==> config.mk <==
export PLATFORM = sky130hd
export DESIGN_NAME = mmio_responder_flat
export DESIGN_NICKNAME = d
export VERILOG_FILES = /design/src/rtl/mmio_responder_if.sv /design/src/rtl/mmio_responder.sv /design/src/flat_wrapper.sv
export SDC_FILE = /design/constraint.sdc
export NUM_CORES = 1
export LEC_CHECK = 0
export CORE_MARGIN = 1
export CORE_UTILIZATION = 42
export DETAILED_ROUTE_END_ITERATION = 6
export PLACE_DENSITY = 0.77
export SLEW_MARGIN = 25
export SYNTH_ARGS = -nofsm -noshare
export SYNTH_HDL_FRONTEND = slang
export SYNTH_SLANG_ARGS = --single-unit
==> constraint.sdc <==
create_clock -name clk -period 2.55 [get_ports clk]
set_clock_uncertainty 0.1 [all_clocks]
set_input_delay 0.6375 -clock clk [delete_from_list [all_inputs] [get_ports clk]]
set_output_delay 0.6375 -clock clk [all_outputs]
set_load 0.005 [all_outputs]
==> src/rtl/mmio_responder_if.sv <==
// CPU-side memory bus plus the TX ready/valid port served by mmio_responder.
interface mmio_responder_if;
  logic [31:0] addr;
  logic        wr;
  logic [31:0] wdata;
  logic        hit;
  logic [31:0] rdata;
  logic        irq;
  logic [7:0]  tx_data;
  logic        tx_valid;
  logic        tx_ready;

  modport master (
    output addr, wr, wdata, tx_ready,
    input  hit, rdata, irq, tx_data, tx_valid
  );

  modport slave (
    input  addr, wr, wdata, tx_ready,
    output hit, rdata, irq, tx_data, tx_valid
  );
endinterface

==> src/rtl/mmio_responder.sv <==
// 32-byte MMIO window: CTRL/STATUS, compare timer and a byte TX FIFO with ready/valid drain.
// Timer (COUNT, COMPARE, MATCH, irq) is built only when MMIO_TIMER_EN is defined.
module mmio_responder #(
  parameter logic [31:0] BASE_ADDR  = 32'hFFFF_FF00,
  parameter int unsigned FIFO_DEPTH = 4
) (
  input logic            clk,
  input logic            reset,
  mmio_responder_if.slave bus
);

  localparam int unsigned PtrW = (FIFO_DEPTH > 1) ? $clog2(FIFO_DEPTH) : 1;
  localparam int unsigned CntW = $clog2(FIFO_DEPTH + 1);

  localparam logic [2:0] RegCtrl    = 3'd0;
  localparam logic [2:0] RegStatus  = 3'd1;
  localparam logic [2:0] RegCount   = 3'd2;
  localparam logic [2:0] RegCompare = 3'd3;
  localparam logic [2:0] RegTxData  = 3'd4;

  logic [2:0] sel;
  logic       wr_en, rd_en;
  logic       unused_addr;

  assign bus.hit     = (bus.addr[31:5] == BASE_ADDR[31:5]);
  assign sel         = bus.addr[4:2];
  assign wr_en       = bus.hit && bus.wr;
  assign rd_en       = bus.hit && !bus.wr;
  assign unused_addr = ^bus.addr[1:0];

  // ---------------------------------------------------------------- timer
  logic        ten_q, match_q;
  logic [31:0] count_q, compare_q;
  logic        ien_q, ien_d;

`ifdef MMIO_TIMER_EN
  logic        ten_d, match_d;
  logic [31:0] count_d, compare_d;

  always_comb begin
    ten_d     = ten_q;
    compare_d = compare_q;
    count_d   = count_q;
    if (wr_en && sel == RegCtrl)    ten_d     = bus.wdata[0];
    if (wr_en && sel == RegCompare) compare_d = bus.wdata;
    // A COUNT write replaces that cycle's increment.
    if (wr_en && sel == RegCount)   count_d   = bus.wdata;
    else if (ten_q)                 count_d   = count_q + 32'd1;
    // Set beats write-1-clear.
    match_d = (match_q & ~(wr_en && sel == RegStatus && bus.wdata[0]))
            | (ten_q && count_q == compare_q);
  end

  always_ff @(posedge clk or negedge reset) begin
    if (!reset) begin
      ten_q     <= 1'b0;
      match_q   <= 1'b0;
      count_q   <= '0;
      compare_q <= '0;
    end else begin
      ten_q     <= ten_d;
      match_q   <= match_d;
      count_q   <= count_d;
      compare_q <= compare_d;
    end
  end

  assign bus.irq = match_q & ien_q;
`else
  logic unused_wdata;

  assign ten_q        = 1'b0;
  assign match_q      = 1'b0;
  assign count_q      = '0;
  assign compare_q    = '0;
  assign bus.irq      = 1'b0;
  assign unused_wdata = ^bus.wdata[31:8];
`endif

  // ---------------------------------------------------------------- TX FIFO
  logic [7:0]      mem_q [FIFO_DEPTH];
  logic [PtrW-1:0] wptr_q, rptr_q;
  logic [CntW-1:0] cnt_q, cnt_d;
  logic            full, empty, pop, push_req, push, ovf_set;
  logic            ovf_q, ovf_d;

  assign full     = (cnt_q == CntW'(FIFO_DEPTH));
  assign empty    = (cnt_q == '0);
  assign pop      = !empty && bus.tx_ready;
  assign push_req = wr_en && sel == RegTxData;
  // A pop in the same cycle frees the slot a full-FIFO push needs.
  assign push     = push_req && (!full || pop);
  assign ovf_set  = push_req && full && !pop;

  assign cnt_d        = cnt_q + CntW'(push) - CntW'(pop);
  assign bus.tx_valid = !empty;
  assign bus.tx_data  = empty ? 8'h00 : mem_q[rptr_q];

  always_comb begin
    ien_d = ien_q;
    if (wr_en && sel == RegCtrl) ien_d = bus.wdata[1];
    ovf_d = (ovf_q & ~(wr_en && sel == RegStatus && bus.wdata[3])) | ovf_set;
  end

  always_ff @(posedge clk or negedge reset) begin
    if (!reset) begin
      for (int i = 0; i < FIFO_DEPTH; i++) mem_q[i] <= '0;
      wptr_q <= '0;
      rptr_q <= '0;
      cnt_q  <= '0;
      ovf_q  <= 1'b0;
      ien_q  <= 1'b0;
    end else begin
      if (push) begin
        mem_q[wptr_q] <= bus.wdata[7:0];
        wptr_q        <= wptr_q + PtrW'(1);
      end
      if (pop) rptr_q <= rptr_q + PtrW'(1);
      cnt_q <= cnt_d;
      ovf_q <= ovf_d;
      ien_q <= ien_d;
    end
  end

  // ---------------------------------------------------------------- read path
  logic [31:0] rdata_d, rdata_q;

  always_comb begin
    rdata_d = '0;
    if (rd_en) begin
      case (sel)
        RegCtrl:    rdata_d = {30'd0, ien_q, ten_q};
        RegStatus:  rdata_d = {24'd0, 4'(cnt_q), ovf_q, empty, full, match_q};
        RegCount:   rdata_d = count_q;
        RegCompare: rdata_d = compare_q;
        default:    rdata_d = '0;
      endcase
    end
  end

  always_ff @(posedge clk or negedge reset) begin
    if (!reset) rdata_q <= '0;
    else        rdata_q <= rdata_d;
  end

  assign bus.rdata = rdata_q;

endmodule

==> src/flat_wrapper.sv <==
// flat-port wrapper written by rule: the top's interface ports become plain ports
module mmio_responder_flat 
#(
  parameter logic [31:0] BASE_ADDR  = 32'hFFFF_FF00,
  parameter int unsigned FIFO_DEPTH = 4
)
  (clk, reset, bus_addr, bus_wr, bus_wdata, bus_tx_ready, bus_hit, bus_rdata, bus_irq, bus_tx_data, bus_tx_valid);
  mmio_responder_if bus_i ();
  input logic clk;
  input logic reset;
  input wire logic [$bits(bus_i.addr)-1:0] bus_addr;
  input wire logic [$bits(bus_i.wr)-1:0] bus_wr;
  input wire logic [$bits(bus_i.wdata)-1:0] bus_wdata;
  input wire logic [$bits(bus_i.tx_ready)-1:0] bus_tx_ready;
  output wire logic [$bits(bus_i.hit)-1:0] bus_hit;
  output wire logic [$bits(bus_i.rdata)-1:0] bus_rdata;
  output wire logic [$bits(bus_i.irq)-1:0] bus_irq;
  output wire logic [$bits(bus_i.tx_data)-1:0] bus_tx_data;
  output wire logic [$bits(bus_i.tx_valid)-1:0] bus_tx_valid;
  assign bus_i.addr = bus_addr;
  assign bus_i.wr = bus_wr;
  assign bus_i.wdata = bus_wdata;
  assign bus_i.tx_ready = bus_tx_ready;
  assign bus_hit = bus_i.hit;
  assign bus_rdata = bus_i.rdata;
  assign bus_irq = bus_i.irq;
  assign bus_tx_data = bus_i.tx_data;
  assign bus_tx_valid = bus_i.tx_valid;
  mmio_responder #(.BASE_ADDR(BASE_ADDR), .FIFO_DEPTH(FIFO_DEPTH)) u_core (.clk(clk), .reset(reset), .bus(bus_i));
endmodule
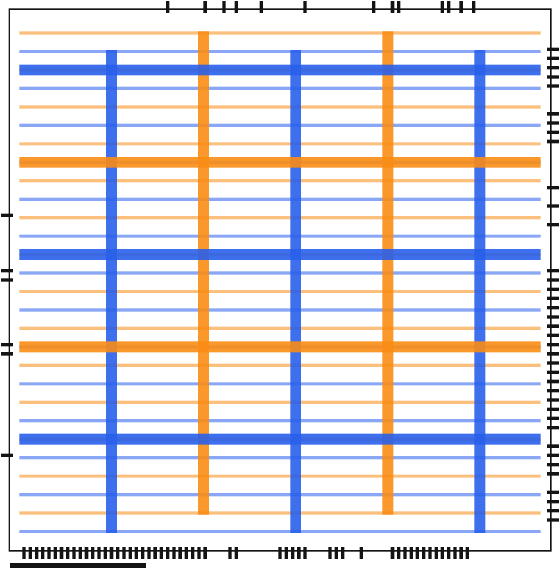
Figure 1: run 1, supply network.
The bar under the picture is 20 µm long. Pins as bars on the die edge.
net	colour
VDD	orange
VSS	blue
rows	27
met4 straps	5
met1 rails	28
met5 straps	5
signal pins	111
Die W: 79.6 µm
Die Ht: 79.6 µm
Worst VDD drop: 0.321 mV
Core ar.: 0.00564 mm²

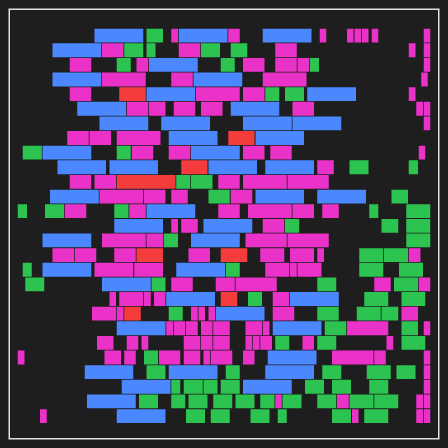
Figure 2: run 1, cells coloured by class.
class	colour	cells	share of their area
other buffers and delay cells	green	79	23%
clock drivers and dummy loads	red	8	3.5%
all other logic	magenta	137	38%
flip-flops	blue	47	36%
fin area: 0.00338 mm²
flop share of the area: 34.8%
fin util: 59.9%

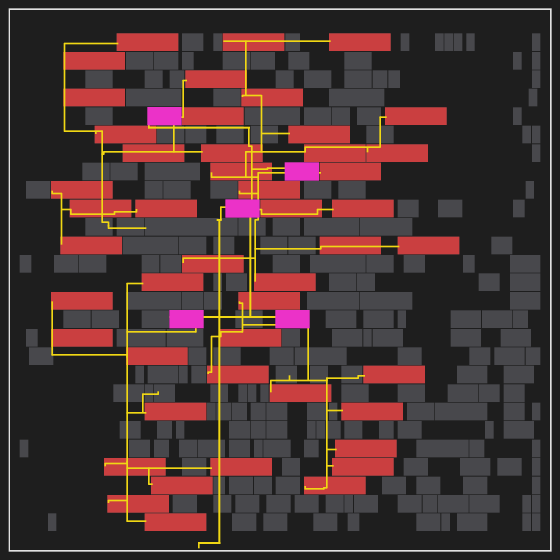
Figure 3: run 1, clock distribution.
[clock wires] yellow | length: 545 µm
[cells driving clock nets] magenta | count: 5
[flip-flops] red | count: 47
routed clock nets	6
clock power share: 28.7%
Clk power: 562 µW

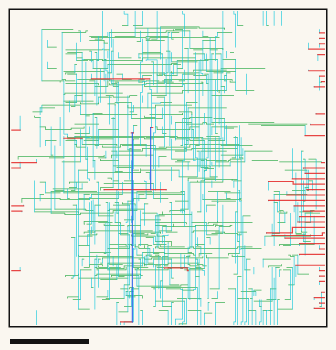
Figure 4: run 1, metal layers overlaid.
The bar under the picture is 20 µm long.
layer	colour	wire length
met1	green	2210 µm
met2	cyan	2440 µm
met4	blue	63.2 µm
met3	red	250 µm

==> results.cfg, run 1 <==
; synthesis and place-and-route metrics
[final_timing]
tightestPinTransition_ns = 0.590

[synth]
yosysTopAreaCellShare_pct = 46.6
synth-edff-count = 0
syn_area_mm2 = 0.00253
async_flop_share_pct = 100
yosysMostFrequentCell = dfrtp_1
top_area_cell = dfrtp_1
ys_seq_share_pct = 46.6
ys_warn_count = 0
common_cells = dfrtp_1 (47), mux2_2 (31), buf_4 (27), and2_1 (9), inv_1 (9)
ys_cells = 190
flop_cell = dfrtp_1
syn_inst = 190

[global_route]
grt.busiest_layer = met2
groute.layer.met1.usage_pct = 21.1
antenna_found_initial = 0
grt_pass1_vias = 1665
grt_pass1_wl_mm = 7.89

[worst_setup_path]
worst_setup_path_end_kind = output pin
reg2reg_slack_ns = 0.12
cp.required_ns = 1.81
crit_arrival_ns = 1.74
timing.rr.start = u_core.cnt_q[1]$_DFF_PN0_
start_kind = primary input
r2r_cells = 8

[routing]
drc = 0
first_iter_violations = 88
routed_wl_mm = 4.96

[clocking]
clockRootBuffer = clkbuf_8
cts_inserted_buffers = 5
cts_hold_buf = 0

[flow_run]
maxCapViolations = 0
warning_count = 57

[status]
outcome = finished, final reports clean

[floorplanning]
initCoreUtil_pct = 44.8

[finish]
area_growth_pct = 33.8
num-nets-final = 345

[pwr]
powerDensity_mw_per_mm2 = 580
p_leak_nw = 1.81
## run 1: sequential cells by signal, indices dropped and copies added (netlist names)
signal,cells
u_core.bus.rdata,6
u_core.mem_q,32
u_core.rptr_q,2
u_core.ien_q,1
u_core.cnt_q,3
u_core.ovf_q,1
u_core.wptr_q,2
## run 1: metrics by stage
| step | util [%] | instances | area, µm² | setup slack, ns |
|---|---|---|---|---|
| finish | 59.9 | 343 | 3380 | 0.0735 |
| floorplan | - | 216 | 2630 | -0.00250 |
| global route | 59.9 | 343 | 3380 | 0.0138 |
| detailed placement | 56.3 | 328 | 3170 | -0.430 |
| global placement | 56.3 | 328 | 3170 | -0.439 |
| CTS | 59.4 | 343 | 3350 | -0.0155 |
## run 1: critical path, cell delays in order
cell and delay [ns]:
clkdlybuf4s50_1 0.46, nand2_1 0.09, nor4_4 0.31, nand2_2 0.09, inv_1 0.05, buf_2 0.10
## run 1: metal layers
metal | part of all wire [%] | up-vias
li1 | - | 785
met1 | 45 | 830
met2 | 49 | 55
met3 | 5.0 | 4
met4 | 1.3 | 0
met5 | 0 | -
## run 1: cell type report
cell class                      count  area (µm²)
Clock buffer                        5        68.8
Sequential cell                    47        1180
Multi-Input combinational cell    128        1220
Timing Repair Buffer               79         743
Tap cell                           72        90.1
Clock inverter                      3        47.5
Fill cell                         454        2260
Inverter                            9        33.8
## run 1: cells in the final DEF, fill, tap and decap left out, types with 3 or more instances in the layout
cell type	instances
dfrtp_1	47
mux2_2	31
conb_1	27
clkdlybuf4s50_1	27
buf_4	18
dlymetal6s2s_1	16
inv_1	9
mux4_2	8
ha_1	6
dlygate4sd2_1	6
clkbuf_2	6
nand4_1	5
and2_4	5
clkbuf_8	5
and2_1	4
nand2_1	4
nor2_1	4
nor4_1	4
xnor2_1	4
nand4_4	4
buf_6	4
mux2_1	3
## run 1: power breakdown
group | leakage (nW) | switching (mW) | total (mW) | internal, mW
sequential | 0.640 | 0.0666 | 0.855 | 0.789
clock | 0.0587 | 0.265 | 0.562 | 0.297
combinational | 1.11 | 0.226 | 0.542 | 0.316
total | 1.81 | 0.557 | 1.96 | 1.40
## run 1: repair_timing
action / in CTS / in global routing
setup endpoints to repair: 11 / 9
pin swaps: 6 / 7
buffers inserted: 8 / 0
resized: 27 / 28
cloned: 0 / 0
## run 1: how the worst max path moves through the flow
stage	startpoint	to	slack, ns
final	bus_addr[31]	bus_hit	0.07
after global routing	u_core.cnt_q[1]$_DFF_PN0_	bus_tx_data[4]	0.01
after CTS	bus_addr[20]	bus_hit	-0.02
after detailed placement	bus_addr[14]	bus_hit	-0.43
after global placement	bus_addr[15]	bus_hit	-0.44
after floorplan	bus_addr[6]	u_core.cnt_q[1]$_DFF_PN0_	-0.003
## run 1: logic make-up (layout without fill, tap and decap cells)
logic type	after synthesis	after routing	synth area share, %
AND/OR/NAND/NOR	44	44	14.4
adder cells (fa/ha/maj)	7	7	3.76
XOR/XNOR	5	5	1.73
flip-flops	47	47	46.6
multiplexers	42	42	22.3
other	1	27	0.148
AND-OR/OR-AND	3	3	0.941
buffers and inverters	41	96	10.2
## Run 2: what changed since run 1
--- a/config.mk
+++ b/config.mk
@@ -8,6 +8,7 @@
 export CORE_MARGIN = 1
 export CORE_UTILIZATION = 42
 export DETAILED_ROUTE_END_ITERATION = 6
+export MAX_ROUTING_LAYER = met4
 export PLACE_DENSITY = 0.77
 export SLEW_MARGIN = 25
 export SYNTH_ARGS = -nofsm -noshare
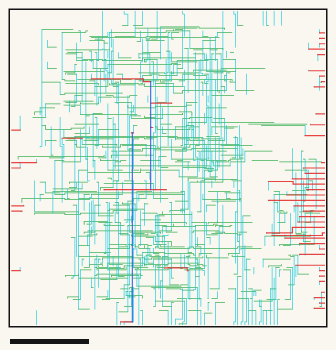
Figure 5: run 2, metal layers overlaid.
The bar under the picture is 20 µm long.
layer	colour	wire length
met3	red	256 µm
met1	green	2200 µm
met2	cyan	2440 µm
met4	blue	74.8 µm

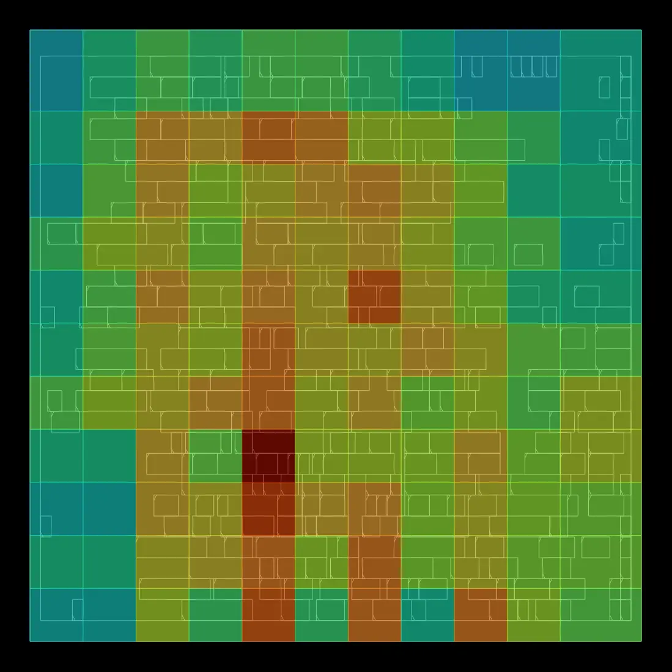
Figure 6: run 2, routing congestion map.
M2 GR Usage: 28.6%
busiest grt layer: met2

==> run 2 against run 1 <==
Cell area did not move. Global-route usage increased by 0.46 points. Critical path depth is 2 lower. Final cell count stayed put. Count of clock-buffer cells in the layout stayed put. Sequential share of layout area is the same. Total power is essentially flat. Critical endpoint is now bus_tx_data[2].
==> results.cfg, run 2 <==
; synthesis and place-and-route metrics
[routing]
firstDrtPassIters = 4
routed_wl_mm = 4.97
wl_per_cell_um = 14.5
first_iter_violations = 87
drc = 0
antenna_left = 0
viasPerCell = 4.89

[clocking]
cts_inserted_buffers = 5
clk_pin_slew_ns = 0.10
cts_hold_buf = 0
clk_latency_ns = 0.30
tritoncts = built
clockBufferDepth = 2
cts_sinks = 47
clockRootBuffer = clkbuf_8

[worst_setup_path]
crit_arrival_ns = 1.74
worstSetupPathType = flop to output pin
worst-path-max-fanout = 8
worst_setup_path_end_kind = output pin
crit_family = simple AND/OR/NAND/NOR gates
cp.required_ns = 1.81
worstPathCellList = or3_4 -> buf_4 -> and2_1 -> dlygate4sd2_1
crit_path_max_incr_delay_ns = 0.43
critPathBufInv = 2
crit_slowest_cell = dfrtp_1
start_kind = flop

[finish]
design_area_mm2 = 0.00338
layout_top_cells = dfrtp_1 (47), mux2_2 (31), conb_1 (27), clkdlybuf4s50_1 (27), buf_4 (18)
area_growth_pct = 33.8
num-nets-final = 345
diodes = 0
lay_top_count = dfrtp_1
drive_gt1_share_pct = 34.7
largest_register_ffs = 32
largest-register = u_core.mem_q

[global_route]
grt_overflow = 0
grt_pass1_vias = 1667
antenna_found_initial = 0
grt_pass1_wl_mm = 7.89
grt_max_degree = 48

[final_timing]
slew_violations = 0
max_freq_mhz = 404
setup_slack_ns = 0.0724
relSlewSlack_pct = 61.0
finalClockPeriodUsage_pct = 97.2
rsz0062_at_grt = no
tightestPinTransition_ns = 0.584
period_needed_ns = 2.48

[hold_path]
hp-class = primary input to async pin

[synth]
ys_seq_share_pct = 46.6
common_cells = dfrtp_1 (47), mux2_2 (31), buf_4 (27), and2_1 (9), inv_1 (9)
synth-edff-count = 0
ys.flops = 47
async_flop_share_pct = 100
ys_cells = 190
ys_warn_count = 0
syn_inst = 190
syn_area_mm2 = 0.00253
area_leaders = dfrtp_1 (47%), mux2_2 (14%), buf_4 (8.0%), mux4_2 (7.1%), nand4_4 (3.4%)
top_area_cell = dfrtp_1
synth_cell_types = 32
yosysTopAreaCellShare_pct = 46.6
synth.avg_cell_area_um2 = 13.3
flop_cell = dfrtp_1
yosysMostFrequentCell = dfrtp_1

[status]
outcome = finished, final reports clean

[floorplanning]
chipArea_mm2 = 0.00633
rows = 27
dieWidth_um = 79.6
initCoreUtil_pct = 44.8
dieHeight_um = 79.6
core-area_mm2 = 0.00564

[pwr]
powerDensity_mw_per_mm2 = 580
p_clk_share_pct = 28.7
p_switching_uw = 559
switching_share_pct = 28.5
p_comb_share_pct = 27.7
power_mw = 1.96
p_int_mw = 1.40
vdd_drop_max_mv = 0.322
seq_power_share_pct = 43.6
p_leak_nw = 1.81

[flow_run]
warning_count = 57
maxCapViolations = 0

[placement]
placed_area_mm2 = 0.00317
port_buffers = 57
dp_slack_ns = -0.430
run 2: cell counts in the layout (fill, tap and decap cells not counted):
No cell type changed its count.
run 2: power groups by stage:
| stage | sequential [mW] | combinational (mW) | clock (mW) |
|---|---|---|---|
| 2_1_floorplan | 0.828 | 0.295 | 0 |
| 3_3_place_gp | 0.856 | 0.433 | 0 |
| 3_5_place_dp | 0.858 | 0.444 | 0 |
| 4_1_cts | 0.849 | 0.543 | 0.575 |
| 5_1_grt | 0.862 | 0.599 | 0.613 |
| 6_report | 0.855 | 0.543 | 0.564 |
run 2: cell families (layout without fill, tap and decap cells):
logic type | after synthesis | in the layout | share of synthesized area (%)
adders and majority gates | 7 | 7 | 3.76
AOI/OAI and AO/OA | 3 | 3 | 0.941
buffers and inverters | 41 | 96 | 10.2
xor gates and xnor gates | 5 | 5 | 1.73
and+or+nand+nor | 44 | 44 | 14.4
muxes | 42 | 42 | 22.3
DFF | 47 | 47 | 46.6
other | 1 | 27 | 0.148
run 2: worst paths after layout:
check	start	end	cells after the start	slack (ns)
min reg2reg	u_core.mem_q[10]$_DFFE_PN0P_	u_core.mem_q[10]$_DFFE_PN0P_	1	0.39
max reg2reg	u_core.cnt_q[1]$_DFF_PN0_	u_core.cnt_q[2]$_DFF_PN0_	8	0.12
min in group clk	u_core.mem_q[10]$_DFFE_PN0P_	u_core.mem_q[10]$_DFFE_PN0P_	1	0.39
max	u_core.cnt_q[1]$_DFF_PN0_	bus_tx_data[2]	4	0.07
max in group asynchronous	reset	u_core.mem_q[2]$_DFFE_PN0P_	2	1.63
min	reset	u_core.mem_q[11]$_DFFE_PN0P_	2	0.32
run 2: metrics by stage:
stage	util, %	std cells
after floorplan	-	216
after global placement	56.3	328
after detailed placement	56.3	328
after CTS	59.4	343
after global routing	59.9	343
final	59.9	343
run 2: final cells by class:
| class | instances | area [µm²] |
|---|---|---|
| clock inverters | 3 | 47.5 |
| multi-input cells | 128 | 1220 |
| clock buffers | 5 | 68.8 |
| flip-flops and latches | 47 | 1180 |
| inverters | 9 | 33.8 |
| repair buffers | 79 | 743 |
| fillers | 454 | 2260 |
| well taps | 72 | 90.1 |
run 2: worst register-to-register path, cell delays in order, from the launching register on:
cell,delay [ns]
dfrtp_1,0.43
or3_4,0.43
and2_1,0.19
ha_1,0.27
inv_1,0.04
ha_1,0.18
fa_1,0.39
xnor2_1,0.18
xnor2_1,0.14
run 2: timing repair:
| item | CTS | global route |
|---|---|---|
| endpoints found under the setup margin | 11 | 9 |
| pin swaps | 6 | 7 |
| gates resized | 27 | 28 |
| buffers inserted | 8 | 0 |
run 2: metal layers:
metal,share of wire [%],track usage [%],wire length [µm],vias up
met5,0,-,0,-
met4,1.5,6.55,74,0
met3,5.2,2.17,256,6
met2,49,28.6,2440,55
met1,44,21.1,2200,832
li1,-,-,-,785
Power is estimated from default activity; no workload was simulated.
